===== src/rtl/cmu_fp_arbiter_if.sv =====
// Signal bundle between CMU requesters, the shared FP unit and the cmu_fp_arbiter.
// The slave modport is the arbiter's view; master is the requester/FP-unit side.
interface cmu_fp_arbiter_if #(
  parameter int unsigned NREQ      = 4,
  parameter int unsigned DBL_WIDTH = 64
);
  logic [NREQ-1:0]           req_valid;
  logic [NREQ-1:0]           req_ready;
  logic [NREQ-1:0]           req_op;
  logic [NREQ*DBL_WIDTH-1:0] req_a;
  logic [NREQ*DBL_WIDTH-1:0] req_b;
  logic                      fu_valid;
  logic                      fu_op;
  logic [DBL_WIDTH-1:0]      fu_a;
  logic [DBL_WIDTH-1:0]      fu_b;
  logic                      fu_finish;
  logic [DBL_WIDTH-1:0]      fu_result;
  logic [NREQ-1:0]           rsp_valid;
  logic [DBL_WIDTH-1:0]      rsp_data;
  logic                      busy;
  logic                      err_underflow;

  modport slave (
    input  req_valid, req_op, req_a, req_b, fu_finish, fu_result,
    output req_ready, fu_valid, fu_op, fu_a, fu_b, rsp_valid, rsp_data, busy, err_underflow
  );

  modport master (
    output req_valid, req_op, req_a, req_b, fu_finish, fu_result,
    input  req_ready, fu_valid, fu_op, fu_a, fu_b, rsp_valid, rsp_data, busy, err_underflow
  );
endinterface


===== src/rtl/cmu_fp_arbiter.sv =====
// Round-robin sharing of one pipelined FP add/mul unit among NREQ CMU channels;
// an in-order tag FIFO routes each returned result back to its issuing requester.
module cmu_fp_arbiter #(
  parameter int unsigned NREQ      = 4,
  parameter int unsigned DBL_WIDTH = 64,
  parameter int unsigned DEPTH     = 8,
  parameter int unsigned IDW       = $clog2(NREQ)
) (
  input logic             clk,
  input logic             rst_n,
  cmu_fp_arbiter_if.slave bus
);
  localparam int unsigned PW = $clog2(DEPTH);
  localparam int unsigned CW = PW + 1;

  logic [IDW-1:0]       rr_ptr_q, rr_ptr_d;
  logic [CW-1:0]        count_q, count_d;
  logic [PW-1:0]        wr_ptr_q, rd_ptr_q;
  logic [IDW-1:0]       tag_mem_q [DEPTH];
  logic                 fu_valid_q, fu_op_q;
  logic [DBL_WIDTH-1:0] fu_a_q, fu_b_q, rsp_data_q;
  logic [NREQ-1:0]      rsp_valid_q, grant;
  logic                 err_q;
  logic                 clock_en, accept, pop;
  logic [IDW-1:0]       grant_id, head_tag;
  logic [IDW:0]         scan;

  assign clock_en = (count_q < CW'(DEPTH));
  assign pop      = bus.fu_finish && (count_q != '0);
  assign head_tag = tag_mem_q[rd_ptr_q];

  // Scan upward from rr_ptr with wrap; NREQ need not be a power of two.
  always_comb begin
    grant    = '0;
    grant_id = '0;
    accept   = 1'b0;
    scan     = '0;
    for (int unsigned k = 0; k < NREQ; k++) begin
      scan = {1'b0, rr_ptr_q} + (IDW + 1)'(k);
      if (scan >= (IDW + 1)'(NREQ)) scan = scan - (IDW + 1)'(NREQ);
      if (!accept && bus.req_valid[scan[IDW-1:0]]) begin
        accept   = 1'b1;
        grant_id = scan[IDW-1:0];
      end
    end
    // No grant while the tag FIFO is full or reset is held.
    if (!clock_en || !rst_n) accept = 1'b0;
    if (accept) grant[grant_id] = 1'b1;
  end

  always_comb begin
    rr_ptr_d = rr_ptr_q;
    if (accept) rr_ptr_d = (grant_id == IDW'(NREQ - 1)) ? '0 : grant_id + 1'b1;
    count_d = count_q;
    case ({accept, pop})
      2'b10:   count_d = count_q + 1'b1;
      2'b01:   count_d = count_q - 1'b1;
      default: count_d = count_q;
    endcase
  end

  always_ff @(posedge clk or negedge rst_n) begin
    if (!rst_n) begin
      rr_ptr_q    <= '0;
      count_q     <= '0;
      wr_ptr_q    <= '0;
      rd_ptr_q    <= '0;
      fu_valid_q  <= 1'b0;
      fu_op_q     <= 1'b0;
      fu_a_q      <= '0;
      fu_b_q      <= '0;
      rsp_valid_q <= '0;
      rsp_data_q  <= '0;
      err_q       <= 1'b0;
    end else begin
      rr_ptr_q   <= rr_ptr_d;
      count_q    <= count_d;
      fu_valid_q <= accept;
      if (accept) begin
        fu_op_q  <= bus.req_op[grant_id];
        fu_a_q   <= bus.req_a[grant_id*DBL_WIDTH +: DBL_WIDTH];
        fu_b_q   <= bus.req_b[grant_id*DBL_WIDTH +: DBL_WIDTH];
        wr_ptr_q <= wr_ptr_q + 1'b1;
      end
      rsp_valid_q <= '0;
      if (pop) begin
        rsp_valid_q <= NREQ'(1) << head_tag;
        rsp_data_q  <= bus.fu_result;
        rd_ptr_q    <= rd_ptr_q + 1'b1;
      end
      if (bus.fu_finish && (count_q == '0)) err_q <= 1'b1;
    end
  end

  // Tag storage needs no reset: an entry is only read after it has been pushed.
  always_ff @(posedge clk) begin
    if (accept) tag_mem_q[wr_ptr_q] <= grant_id;
  end

  assign bus.req_ready     = grant;
  assign bus.fu_valid      = fu_valid_q;
  assign bus.fu_op         = fu_op_q;
  assign bus.fu_a          = fu_a_q;
  assign bus.fu_b          = fu_b_q;
  assign bus.rsp_valid     = rsp_valid_q;
  assign bus.rsp_data      = rsp_data_q;
  assign bus.busy          = (count_q != '0);
  assign bus.err_underflow = err_q;
endmodule


===== src/flat_wrapper.sv =====
// flat-port wrapper written by rule: the top's interface ports become plain ports
module cmu_fp_arbiter_flat 
#(
  parameter int unsigned NREQ      = 4,
  parameter int unsigned DBL_WIDTH = 64,
  parameter int unsigned DEPTH     = 8,
  parameter int unsigned IDW       = $clog2(NREQ)
)
  (clk, rst_n, bus_req_valid, bus_req_op, bus_req_a, bus_req_b, bus_fu_finish, bus_fu_result, bus_req_ready, bus_fu_valid, bus_fu_op, bus_fu_a, bus_fu_b, bus_rsp_valid, bus_rsp_data, bus_busy, bus_err_underflow);
  cmu_fp_arbiter_if #(.NREQ(NREQ), .DBL_WIDTH(DBL_WIDTH)) bus_i ();
  input logic clk;
  input logic rst_n;
  input wire logic [$bits(bus_i.req_valid)-1:0] bus_req_valid;
  input wire logic [$bits(bus_i.req_op)-1:0] bus_req_op;
  input wire logic [$bits(bus_i.req_a)-1:0] bus_req_a;
  input wire logic [$bits(bus_i.req_b)-1:0] bus_req_b;
  input wire logic [$bits(bus_i.fu_finish)-1:0] bus_fu_finish;
  input wire logic [$bits(bus_i.fu_result)-1:0] bus_fu_result;
  output wire logic [$bits(bus_i.req_ready)-1:0] bus_req_ready;
  output wire logic [$bits(bus_i.fu_valid)-1:0] bus_fu_valid;
  output wire logic [$bits(bus_i.fu_op)-1:0] bus_fu_op;
  output wire logic [$bits(bus_i.fu_a)-1:0] bus_fu_a;
  output wire logic [$bits(bus_i.fu_b)-1:0] bus_fu_b;
  output wire logic [$bits(bus_i.rsp_valid)-1:0] bus_rsp_valid;
  output wire logic [$bits(bus_i.rsp_data)-1:0] bus_rsp_data;
  output wire logic [$bits(bus_i.busy)-1:0] bus_busy;
  output wire logic [$bits(bus_i.err_underflow)-1:0] bus_err_underflow;
  assign bus_i.req_valid = bus_req_valid;
  assign bus_i.req_op = bus_req_op;
  assign bus_i.req_a = bus_req_a;
  assign bus_i.req_b = bus_req_b;
  assign bus_i.fu_finish = bus_fu_finish;
  assign bus_i.fu_result = bus_fu_result;
  assign bus_req_ready = bus_i.req_ready;
  assign bus_fu_valid = bus_i.fu_valid;
  assign bus_fu_op = bus_i.fu_op;
  assign bus_fu_a = bus_i.fu_a;
  assign bus_fu_b = bus_i.fu_b;
  assign bus_rsp_valid = bus_i.rsp_valid;
  assign bus_rsp_data = bus_i.rsp_data;
  assign bus_busy = bus_i.busy;
  assign bus_err_underflow = bus_i.err_underflow;
  cmu_fp_arbiter #(.NREQ(NREQ), .DBL_WIDTH(DBL_WIDTH), .DEPTH(DEPTH), .IDW(IDW)) u_core (.clk(clk), .rst_n(rst_n), .bus(bus_i));
endmodule

===== config.mk =====
export PLATFORM = sky130hd
export DESIGN_NAME = cmu_fp_arbiter_flat
export DESIGN_NICKNAME = d
export VERILOG_FILES = /design/src/rtl/cmu_fp_arbiter_if.sv /design/src/rtl/cmu_fp_arbiter.sv /design/src/flat_wrapper.sv
export SDC_FILE = /design/constraint.sdc
export NUM_CORES = 1
export LEC_CHECK = 0
export ABC_AREA = 1
export CORE_AREA = 2 2 304 306
export DETAILED_ROUTE_END_ITERATION = 8
export DIE_AREA = 0 0 306 308
export SLEW_MARGIN = 10
export SYNTH_ARGS = -nofsm -noshare
export SYNTH_HDL_FRONTEND = slang
export SYNTH_SLANG_ARGS = --single-unit

===== constraint.sdc =====
create_clock -name clk -period 2.7 [get_ports clk]
set_clock_uncertainty 0.2 [all_clocks]
set_input_delay 0.54 -clock clk [delete_from_list [all_inputs] [get_ports clk]]
set_output_delay 0.54 -clock clk [all_outputs]
set_load 0.01 [all_outputs]

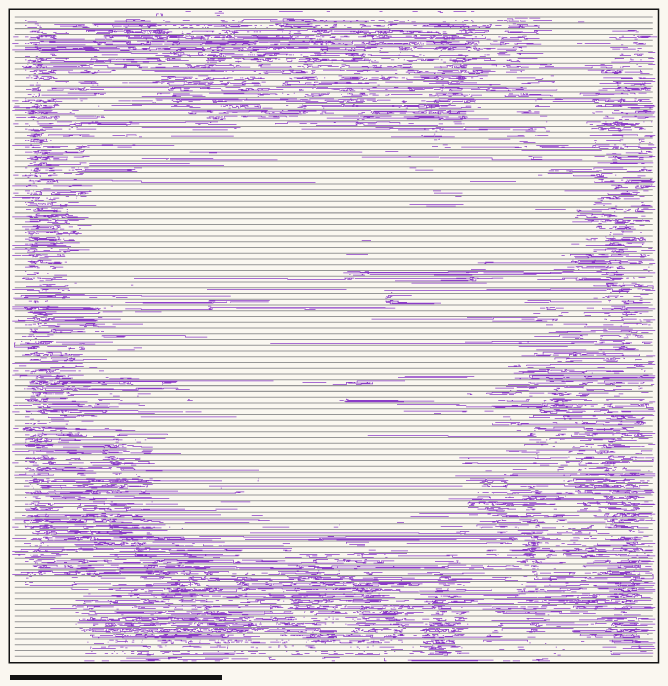
Run 1: signal wires on met1
Scale bar: 100 µm. Supply wires on this layer in grey.
main direction: horizontal
longest straight run: 144 µm
wire length on this layer: 36.2 mm
nets with wire on the layer: 3550
share of all routed wire: 39%
number of vias after detailed routing: 19925
M1 GR Usage: 20.45%

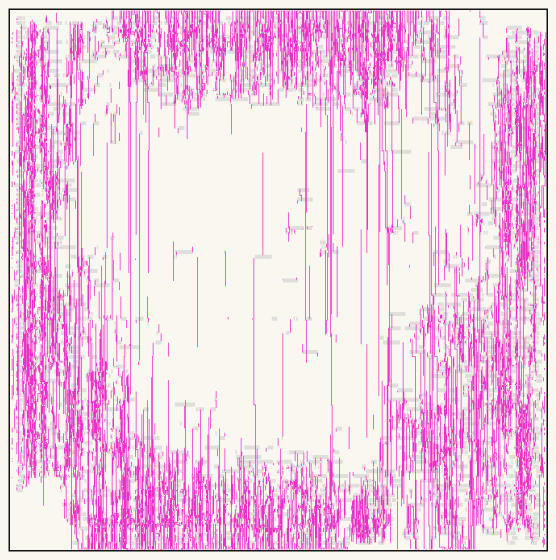
Run 1: met2 routing
Cells faint in the background.
main direction: vertical
nets with wire on the layer: 3057
wire length on this layer: 44.7 mm
met2 Resource Use GR: 31.27%
final WL: 91.71 mm

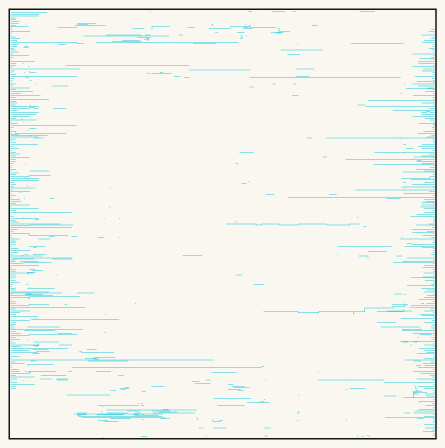
Run 1: metal 3
longest straight run: 146 µm
wire length on this layer: 7290 µm
GRT met3 Usage: 4.521%

==> PnR_summary.wiki, run 1 <==
== Run summary ==
{| class="wikitable"
! Metric !! Value
|-
| Overall die width || 306 µm
|-
| Sequential cell area fraction in the yosys report || 36.23%
|-
| Worst endpoint data arrival time || 2.52 ns
|-
| Area fraction in compound gates after synthesis || 0.8026%
|-
| Iteration-0 DRC Markers || 1577
|-
| Internal power || 19.02 mW
|-
| Initial antenna violation count || 21
|-
| Final Util || 30.78%
|-
| Violations in the final reports || setup timing
|-
| Number of remaining DRC errors || 0
|-
| Antenna cells || 7
|-
| Final tally of setup violations || 116
|-
| Crit. End Element || output pin
|-
| Result of the run || finished, violations left
|-
| CTS root buf || sky130_fd_sc_hd__clkbuf_16
|-
| Share of final layout cell area taken by clock buffers and inverters || 3.758%
|-
| Number of buffers on the longest clock path || 3
|-
| Worst Setup Slack, final || -0.5634 ns
|-
| Final critical path time including I/O delays and setup || 3.263 ns
|-
| Worst reg-to-reg path cell count || 19
|-
| Hold crit path type || in2reg
|-
| Share of synthesized cell area in full adder, half adder and majority cells || 0.7082%
|-
| Fin. max-slew vios || 0
|-
| Number of cells in the yosys synthesis report || 2586
|-
| Number of primary I/O pins || 791
|-
| Chip area in the Yosys report || 0.01590 mm²
|-
| Category of the critical setup timing path || reg2out
|-
| Pwr top || combinational cells
|-
| Startpoint type of the worst setup path || register
|-
| Overall power consumption || 39.07 mW
|-
| Top post-synthesis cells by count || 1022 x sky130_fd_sc_hd__nand2_1, 540 x sky130_fd_sc_hd__inv_1, 270 x sky130_fd_sc_hd__nand3_1
|-
| Flip-flop and latch count || 227
|-
| Average instance area after synthesis || 6.149 µm²
|}
## run 1: flip-flops by register name (all words and copies together), names as in the netlist
signal and cells:
u_core.bus.fu_a 64, u_core.wr_ptr_q 3, u_core.bus.rsp_valid 4, u_core.rr_ptr_q 2
u_core.rd_ptr_q 3, u_core.bus.fu_op 1, u_core.bus.rsp_data 64, u_core.bus.err_underflow 1
u_core.count_q 4, u_core.bus.fu_b 64, u_core.bus.fu_valid 1, u_core.tag_mem_q 16
## run 1: cells by family after synthesis
logic type	count (synthesis)
buffers and inverters	733
adders and majority gates	9
AOI/OAI and AO/OA	23
DFF	227
xor gates and xnor gates	8
and+or+nand+nor	1586
==> run 2, diff against run 1 <==
ABC_CLOCK_PERIOD_IN_PS = 2700   (was not set)
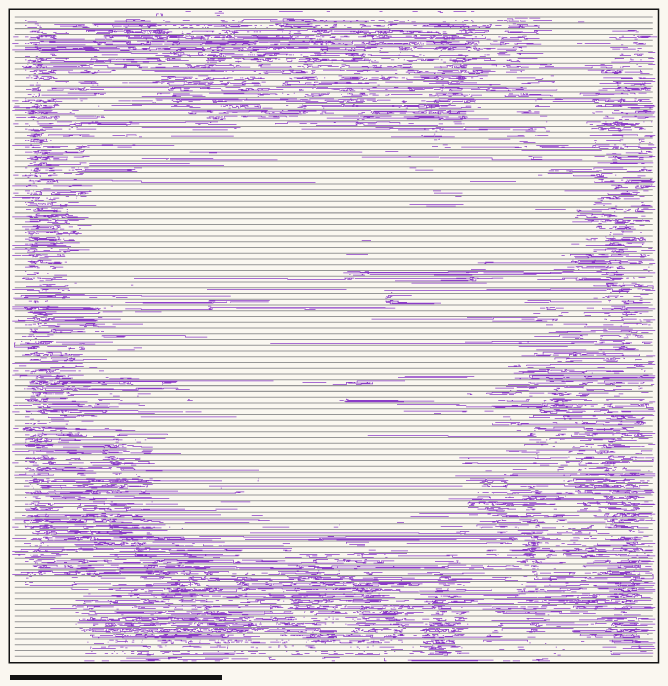
Run 2: signal wires on met1
Scale bar: 100 µm. Supply wires on this layer in grey.
longest straight run: 144 µm
main direction: horizontal
wire length on this layer: 36.2 mm

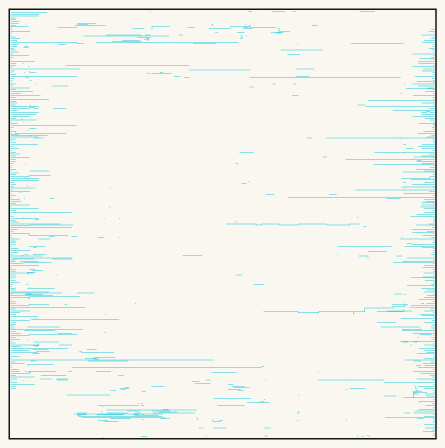
Run 2: metal 3
main direction: horizontal
nets with wire on the layer: 561
longest straight run: 146 µm
share of all routed wire: 8.0%
wire length on this layer: 7290 µm

==> PnR_summary.wiki, run 2 <==
== Run summary ==
{| class="wikitable"
! Metric !! Value
|-
| Result of the run || finished, violations left
|-
| Violations in the final reports || setup timing
|-
| Share of final layout cell area taken by clock buffers and inverters || 3.758% (unchanged)
|-
| Sequential cell area fraction in the yosys report || 36.23% (unchanged)
|-
| CTS root buf || sky130_fd_sc_hd__clkbuf_16
|-
| MaxCap Viol Count || 0
|-
| Worst endpoint data arrival time || 2.52 ns (about the same)
|-
| Number of cells in the yosys synthesis report || 2586 (unchanged)
|-
| Final WL || 91.71 mm (unchanged)
|-
| Worst endpoint required time || 1.96 ns
|-
| Count of input and output buffers || 790
|-
| Area fraction in compound gates after synthesis || 0.8026% (unchanged)
|-
| Post-synthesis cell type with the largest instance count || sky130_fd_sc_hd__nand2_1
|-
| Final critical path time including I/O delays and setup || 3.263 ns (unchanged)
|-
| Startpoint type of the worst setup path || register
|-
| Flip-flop and latch count || 227 (unchanged)
|-
| Stages on the worst setup path || 15
|-
| Antenna cells || 7 (unchanged)
|-
| Number of vias after detailed routing || 19925 (unchanged)
|-
| Crit. End Element || output pin
|-
| Share of synthesized cell area in full adder, half adder and majority cells || 0.7082% (unchanged)
|-
| Pin count of the biggest net entering global routing || 120
|-
| Top post-synthesis cells by count || 1022 x sky130_fd_sc_hd__nand2_1, 540 x sky130_fd_sc_hd__inv_1, 270 x sky130_fd_sc_hd__nand3_1
|-
| Number of buffers on the longest clock path || 3 (unchanged)
|-
| Overall die width || 306 µm (unchanged)
|-
| Chip area in the Yosys report || 0.01590 mm² (unchanged)
|-
| Overall power consumption || 39.07 mW (unchanged)
|-
| Fin. max-slew vios || 0 (unchanged)
|-
| Achievable frequency || 306.4 MHz
|-
| Worst reg-to-reg path cell count || 19 (unchanged)
|-
| Category of the critical setup timing path || reg2out
|-
| GRT met3 Usage || 4.521% (unchanged)
|-
| Met2 Resource Use GR || 31.27% (unchanged)
|-
| Iteration-0 DRC Markers || 1577 (unchanged)
|-
| Wire length of the first global-routing pass || 126.3 mm
|-
| Initial antenna violation count || 21 (unchanged)
|-
| Worst Setup Slack, final || -0.5634 ns (unchanged)
|-
| Final tally of setup violations || 116 (unchanged)
|-
| M1 GR Usage || 20.45% (unchanged)
|}
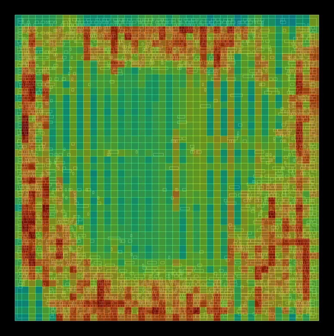
Run 2: routing congestion
Final Util: 30.78%
global routing's busiest layer: met2
mean routed wirelength per cell: 20.05 µm
total routing usage reported by global routing: 17.66%

## run 2: cell counts after synthesis
No cell type changed its count.
## run 2: stage by stage
step                setup TNS (ns)  util, %
floorplan                 -0.02948        -
global placement            -89.01    28.02
detailed placement          -97.36    28.02
CTS                         -13.37    30.08
global route                -32.04    30.78
finish                      -11.12    30.78
## run 2: what timing repair did
| action | 4_1_cts | 5_1_grt |
|---|---|---|
| setup endpoints to repair | 150 | 166 |
| gates resized | 118 | 66 |
| hold endpoints to repair | 6 | 0 |
| pin swaps | 31 | 23 |
| cloned | 11 | 16 |
| setup buffers | 16 | 5 |
| hold buffers | 1 | 0 |
## run 2: power breakdown
part	switching, mW	internal (mW)
combinational	17.4	11.5
clock	1.78	2.58
sequential	0.871	4.95
Power is estimated from default activity; no workload was simulated.
